**config.mk**
```make
export PLATFORM = sky130hd
export DESIGN_NAME = vga_timing_gen_flat
export DESIGN_NICKNAME = d
export VERILOG_FILES = /design/src/rtl/vga_timing_gen_if.sv /design/src/rtl/vga_timing_gen.sv /design/src/flat_wrapper.sv
export SDC_FILE = /design/constraint.sdc
export NUM_CORES = 1
export LEC_CHECK = 0
export CAP_MARGIN = 20
export CORE_ASPECT_RATIO = 2
export CORE_UTILIZATION = 35
export DETAILED_ROUTE_END_ITERATION = 6
export MAX_ROUTING_LAYER = met4
export SYNTH_ARGS = -nofsm -noshare
export SYNTH_HDL_FRONTEND = slang
export SYNTH_SLANG_ARGS = --single-unit
```
**constraint.sdc**
```tcl
create_clock -name clk100 -period 8 [get_ports clk100]
set_input_delay 0.8 -clock clk100 [delete_from_list [all_inputs] [get_ports clk100]]
set_output_delay 0.8 -clock clk100 [all_outputs]
set_load 0.05 [all_outputs]
```
**src/rtl/vga_timing_gen_if.sv**
```systemverilog
// Raster output bundle of the VGA timing generator: syncs, active flag, circle mask, coordinates.
interface vga_timing_gen_if;
    logic       HS;
    logic       VS;
    logic       active;
    logic       vidSel;
    logic [9:0] hcount;
    logic [9:0] vcount;
    logic       frame_start;

    modport master (
        output HS,
        output VS,
        output active,
        output vidSel,
        output hcount,
        output vcount,
        output frame_start
    );

    modport slave (
        input HS,
        input VS,
        input active,
        input vidSel,
        input hcount,
        input vcount,
        input frame_start
    );
endinterface

```
**src/rtl/vga_timing_gen.sv**
```systemverilog
// 640x480@60 raster timing: clock divider, h/v counters and a registered decode stage
// producing syncs, active video, an in-circle mask and a frame-start pulse.
module vga_timing_gen #(
    parameter int unsigned CLK_DIV   = 4,
    parameter int unsigned H_VISIBLE = 640,
    parameter int unsigned H_FP      = 16,
    parameter int unsigned H_SYNC    = 96,
    parameter int unsigned H_BP      = 48,
    parameter int unsigned V_VISIBLE = 480,
    parameter int unsigned V_FP      = 10,
    parameter int unsigned V_SYNC    = 2,
    parameter int unsigned V_BP      = 33,
    parameter int unsigned RADIUS    = 200
) (
    input logic               clk100,
    input logic               reset_n,
    vga_timing_gen_if.master  vga_o
);

    localparam int unsigned HTotal = H_VISIBLE + H_FP + H_SYNC + H_BP;
    localparam int unsigned VTotal = V_VISIBLE + V_FP + V_SYNC + V_BP;
    localparam int unsigned DivW   = (CLK_DIV > 2) ? $clog2(CLK_DIV) : 1;

    localparam logic [DivW-1:0] DivLast = DivW'(CLK_DIV - 1);
    localparam logic [9:0] HLast   = 10'(HTotal - 1);
    localparam logic [9:0] VLast   = 10'(VTotal - 1);
    localparam logic [9:0] HVis    = 10'(H_VISIBLE);
    localparam logic [9:0] VVis    = 10'(V_VISIBLE);
    localparam logic [9:0] HsStart = 10'(H_VISIBLE + H_FP);
    localparam logic [9:0] HsEnd   = 10'(H_VISIBLE + H_FP + H_SYNC);
    localparam logic [9:0] VsStart = 10'(V_VISIBLE + V_FP);
    localparam logic [9:0] VsEnd   = 10'(V_VISIBLE + V_FP + V_SYNC);

    localparam logic signed [10:0] CentreX = 11'(H_VISIBLE / 2);
    localparam logic signed [10:0] CentreY = 11'(V_VISIBLE / 2);
    localparam logic [19:0]        RadSq   = 20'(RADIUS * RADIUS);

    logic [DivW-1:0] div_q, div_d;
    logic [9:0]      hcount_q, hcount_d;
    logic [9:0]      vcount_q, vcount_d;
    logic            wrap_q, wrap_d;
    logic            tick;

    logic hs_q, hs_d;
    logic vs_q, vs_d;
    logic active_q, active_d;
    logic vid_q, vid_d;
    logic fs_q, fs_d;

    logic signed [10:0] dx, dy;
    logic [10:0]        dx_mag, dy_mag;
    logic [19:0]        dx_sq, dy_sq, dist_sq;

    assign tick = (div_q == DivLast);

    // Counters only move on the pixel tick; wrap_d flags the (last,last) -> (0,0) step.
    always_comb begin
        div_d    = div_q;
        hcount_d = hcount_q;
        vcount_d = vcount_q;
        wrap_d   = 1'b0;
        if (tick) begin
            div_d = '0;
            if (hcount_q == HLast) begin
                hcount_d = '0;
                if (vcount_q == VLast) begin
                    vcount_d = '0;
                    wrap_d   = 1'b1;
                end else begin
                    vcount_d = vcount_q + 10'd1;
                end
            end else begin
                hcount_d = hcount_q + 10'd1;
            end
        end else begin
            div_d = div_q + DivW'(1);
        end
    end

    // Offsets from the circle centre; squares taken on magnitudes to stay unsigned.
    assign dx      = $signed({1'b0, hcount_q}) - CentreX;
    assign dy      = $signed({1'b0, vcount_q}) - CentreY;
    assign dx_mag  = dx[10] ? $unsigned(-dx) : $unsigned(dx);
    assign dy_mag  = dy[10] ? $unsigned(-dy) : $unsigned(dy);
    assign dx_sq   = {9'd0, dx_mag} * {9'd0, dx_mag};
    assign dy_sq   = {9'd0, dy_mag} * {9'd0, dy_mag};
    assign dist_sq = dx_sq + dy_sq;

    always_comb begin
        active_d = (hcount_q < HVis) && (vcount_q < VVis);
        hs_d     = !((hcount_q >= HsStart) && (hcount_q < HsEnd));
        vs_d     = !((vcount_q >= VsStart) && (vcount_q < VsEnd));
        vid_d    = active_d && (dist_sq < RadSq);
        fs_d     = wrap_q;
    end

    always_ff @(posedge clk100 or negedge reset_n) begin
        if (!reset_n) begin
            div_q    <= '0;
            hcount_q <= '0;
            vcount_q <= '0;
            wrap_q   <= 1'b0;
        end else begin
            div_q    <= div_d;
            hcount_q <= hcount_d;
            vcount_q <= vcount_d;
            wrap_q   <= wrap_d;
        end
    end

    always_ff @(posedge clk100 or negedge reset_n) begin
        if (!reset_n) begin
            hs_q     <= 1'b1;
            vs_q     <= 1'b1;
            active_q <= 1'b0;
            vid_q    <= 1'b0;
            fs_q     <= 1'b0;
        end else begin
            hs_q     <= hs_d;
            vs_q     <= vs_d;
            active_q <= active_d;
            vid_q    <= vid_d;
            fs_q     <= fs_d;
        end
    end

    assign vga_o.HS          = hs_q;
    assign vga_o.VS          = vs_q;
    assign vga_o.active      = active_q;
    assign vga_o.vidSel      = vid_q;
    assign vga_o.hcount      = hcount_q;
    assign vga_o.vcount      = vcount_q;
    assign vga_o.frame_start = fs_q;

endmodule

```
**src/flat_wrapper.sv**
```systemverilog
// flat-port wrapper written by rule: the top's interface ports become plain ports
module vga_timing_gen_flat 
#(
    parameter int unsigned CLK_DIV   = 4,
    parameter int unsigned H_VISIBLE = 640,
    parameter int unsigned H_FP      = 16,
    parameter int unsigned H_SYNC    = 96,
    parameter int unsigned H_BP      = 48,
    parameter int unsigned V_VISIBLE = 480,
    parameter int unsigned V_FP      = 10,
    parameter int unsigned V_SYNC    = 2,
    parameter int unsigned V_BP      = 33,
    parameter int unsigned RADIUS    = 200
)
  (clk100, reset_n, vga_o_HS, vga_o_VS, vga_o_active, vga_o_vidSel, vga_o_hcount, vga_o_vcount, vga_o_frame_start);
  vga_timing_gen_if vga_o_i ();
  input logic clk100;
  input logic reset_n;
  output wire logic [$bits(vga_o_i.HS)-1:0] vga_o_HS;
  output wire logic [$bits(vga_o_i.VS)-1:0] vga_o_VS;
  output wire logic [$bits(vga_o_i.active)-1:0] vga_o_active;
  output wire logic [$bits(vga_o_i.vidSel)-1:0] vga_o_vidSel;
  output wire logic [$bits(vga_o_i.hcount)-1:0] vga_o_hcount;
  output wire logic [$bits(vga_o_i.vcount)-1:0] vga_o_vcount;
  output wire logic [$bits(vga_o_i.frame_start)-1:0] vga_o_frame_start;
  assign vga_o_HS = vga_o_i.HS;
  assign vga_o_VS = vga_o_i.VS;
  assign vga_o_active = vga_o_i.active;
  assign vga_o_vidSel = vga_o_i.vidSel;
  assign vga_o_hcount = vga_o_i.hcount;
  assign vga_o_vcount = vga_o_i.vcount;
  assign vga_o_frame_start = vga_o_i.frame_start;
  vga_timing_gen #(.CLK_DIV(CLK_DIV), .H_VISIBLE(H_VISIBLE), .H_FP(H_FP), .H_SYNC(H_SYNC), .H_BP(H_BP), .V_VISIBLE(V_VISIBLE), .V_FP(V_FP), .V_SYNC(V_SYNC), .V_BP(V_BP), .RADIUS(RADIUS)) u_core (.clk100(clk100), .reset_n(reset_n), .vga_o(vga_o_i));
endmodule
```
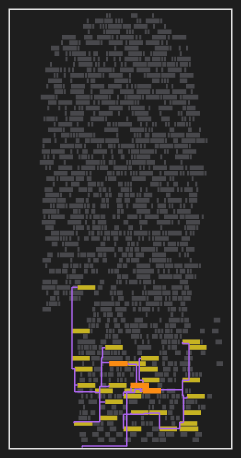
Fig. 1. Routed clock nets over the placement.
(2 px per µm)
clock wires: marked purple, length 379 µm. clock drivers: marked orange, count 3. flip-flops: marked yellow, count 28.
There are 4 routed clock nets.

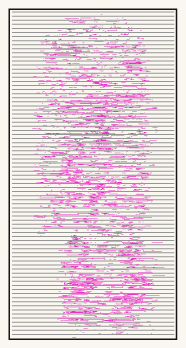
Fig. 2. The metal 1 layer.
(1.5 px per µm) Supply wires on this layer in gray.
1,222 nets have wire on it. The longest straight run is 44.2 µm. The layer holds 31% of the routed length.

==> impl_metrics.ini <==
; physical design summary
[critical_path]
crit_top_cell = fa_1
crit_type = register to register
worstPathRequired_ps = 8160
slowest_delay_ps = 560
critPathLaunchType = register
worstSetupStartpoint = u_core.vga_o.vcount[4]
crit_path_max_fanout = 8
crit_arrival_ps = 7920
cp-endpoint = u_core.vga_o.vidSel
critPathCaptureType = register
regToRegEndpoint = u_core.vga_o.vidSel
reg2reg_slack_ps = 240

[pwr]
p_leak_nw = 5.069
ir_drop_mv = 0.1655
power_density_nw_per_um2 = 117.1
p_total_mw = 1.127

[detailed_routing]
routedWlPerCell_um = 15.66
drtAntennaViolNets = 0
vias = 6374
post-route-drc-count = 0
wl_um = 20810
drt_iter0_drc = 238
drtPass1Iterations = 4

[cts]
numCtsBuffers = 3
cts.sinks = 28
cts-root-buf = clkbuf_16
clock_path_buffers = 2
cts_max_level = 1
clk_pin_slew_worst_paths_ps = 70
clkLatencyLatePin_ps = 260
cts_tree = yes

[cells_and_area]
syn2layout_area_growth_pct = 16.89
finalNonFillerCells = 1329
fin_util_pct = 41.46
diodes = 0
drive_gt1_share_pct = 10.90
fillCellCount = 2321
final_nets = 1301
fin_area_um2 = 9630

[global_routing]
grt_usage_pct = 18.61
grt_max_degree = 29
grt_pass1_wl_um = 34360

[logic_synthesis]
synth.distinct_cells = 59
yosysWarnings = 0
ys_ff = 28
yosys_cells = 946
synth.cell_area_um2 = 8239
synthCells = 946
ys.flop_type = dfrtp_1
ys_chip_area_um2 = 8239
postSynthAreaPerCell_um2 = 8.709
edf_count = 0
ys_async_sr_fraction_pct = 100.0
seq_area_frac_synth_pct = 8.535

[timing]
hold_viol = 0
min_period_ps = 7759
skew_ps = 4.254
worst_slew_pin_slew_ps = 643.9
finalCritPeriodShare_pct = 96.98
finalSetupViolCount = 0
setup_ws_ps = 241.2
holdWs_ps = 355.2
max-slew-margin-rel_pct = 56.68
max_freq_mhz = 128.9
setup_tns_ps = 0
maxSlewViolCount = 0

[job]
maxCapViolCount = 0
warning_count = 35

[min_path]
worst_hold_path.endpoint = u_core.vga_o.frame_start
min_path_type = register to register
holdPathStages = 0
worstHoldStart = u_core.fs_d

[floorplan]
placementRows = 79
fp_util_pct = 35.47
chipArea_um2 = 24200
die_y_um = 219.0
io_pins = 27
core_area_um2 = 23230
die_w_um = 110.5

[placement]
place_congestion = 0.9608
dpl_cell_area_um2 = 9313
dp_cells = 1318
place_ws_ps = 18.67
port_buffers = 26

[outcome]
status = completed
## cells in the mapped netlist (all sizes together), types with 4 or more instances
cell type | instances | share of area, %
inv | 270 | 12
fa | 159 | 39
ha | 93 | 14
nand2 | 77 | 3.5
nor2 | 76 | 3.5
o21ai | 28 | 1.7
xnor2 | 28 | 3.0
dfrtp | 26 | 7.9
clkbuf | 20 | 0.91
a21oi | 19 | 1.2
nand3 | 18 | 1.1
xor2 | 15 | 1.6
nor3 | 13 | 0.85
and2 | 9 | 0.71
nand4 | 8 | 0.61
a21o | 6 | 0.55
and3 | 6 | 0.46
nor4 | 6 | 0.61
a31oi | 5 | 0.38
nand2b | 5 | 0.38
buf | 4 | 0.29
nor2b | 4 | 0.39
or3 | 4 | 0.30
## placed cells by master, fill, tap and decap left out, types with 10 or more instances in the layout
master             n
buf_4             62
o21ai_0           27
inv_1            266
nor3_1            10
dfrtp_1           25
fa_1             158
ha_1              90
xnor2_1           24
nand2_1           73
clkdlybuf4s50_1   26
xor2_1            15
nand3_1           18
nor2_1            72
a21oi_1           16
conb_1            31
## cell type report
type                    count  area, µm²  share of cell area [%]
repair buffers             91      762.0                   7.912
inverters                 271       1027                   10.67
well taps                 283      354.1                   3.677
multi-input cells         652       6678                   69.34
clock buffers               3      75.07                  0.7795
clock inverters             1      30.03                  0.3118
flip-flops and latches     28      704.4                   7.315
## registers in the layout, summed over array words and instances, names as in the netlist
register	flops
u_core.vga_o.frame_start	1
u_core.div_q	2
u_core.vga_o.hcount	10
u_core.vga_o.active	1
u_core.vga_o.VS	1
u_core.fs_d	1
u_core.vga_o.vidSel	1
u_core.vga_o.vcount	10
u_core.vga_o.HS	1
## critical path: cells and delay by family, from the launching register on
family	cells	cell delay [ps]
buffers and inverters	9	930
adders and majority gates	9	4220
DFF	1	380
and+or+nand+nor	4	920
AOI/OAI and AO/OA	6	950
xor gates and xnor gates	1	260
## metal layers
| layer | global-route usage [%] | up-vias | routed length, µm |
|---|---|---|---|
| met5 | - | - | 0 |
| met4 | 9.644 | 0 | 1326 |
| met3 | 0.9390 | 71 | 446 |
| met2 | 38.10 | 115 | 12590 |
| met1 | 16.84 | 3167 | 6446 |
| li1 | - | 3021 | - |
## power breakdown
part | total, mW | internal (mW) | switching, mW | leakage, nW
Clock | 0.149 | 0.0997 | 0.0491 | 0.0511
Combinational | 0.836 | 0.350 | 0.487 | 4.65
Sequential | 0.142 | 0.142 | 0.000323 | 0.363
Total | 1.13 | 0.591 | 0.536 | 5.07
## kinds of logic (layout without fill, tap and decap cells)
kind of cell,count (synthesis),after routing,share of synthesized area [%]
AND/OR/NAND/NOR,240,240,13.71
AND-OR/OR-AND,82,82,6.257
flip-flops,28,28,8.534
adder cells (fa/ha/maj),252,252,52.76
other,2,31,0.09115
buffers and inverters,295,366,13.58
multiplexers,4,4,0.5011
XOR/XNOR,43,43,4.571
## what timing repair did
| action | in CTS | in global routing |
|---|---|---|
| hold buffers | 0 | 0 |
| gates resized | 1 | 38 |
| setup endpoints to repair | 1 | 1 |
| gates cloned | 0 | 1 |
| pin swaps | 0 | 18 |
| setup buffers | 0 | 6 |
Power figures rest on the tool's default switching activity, not on a simulated workload.
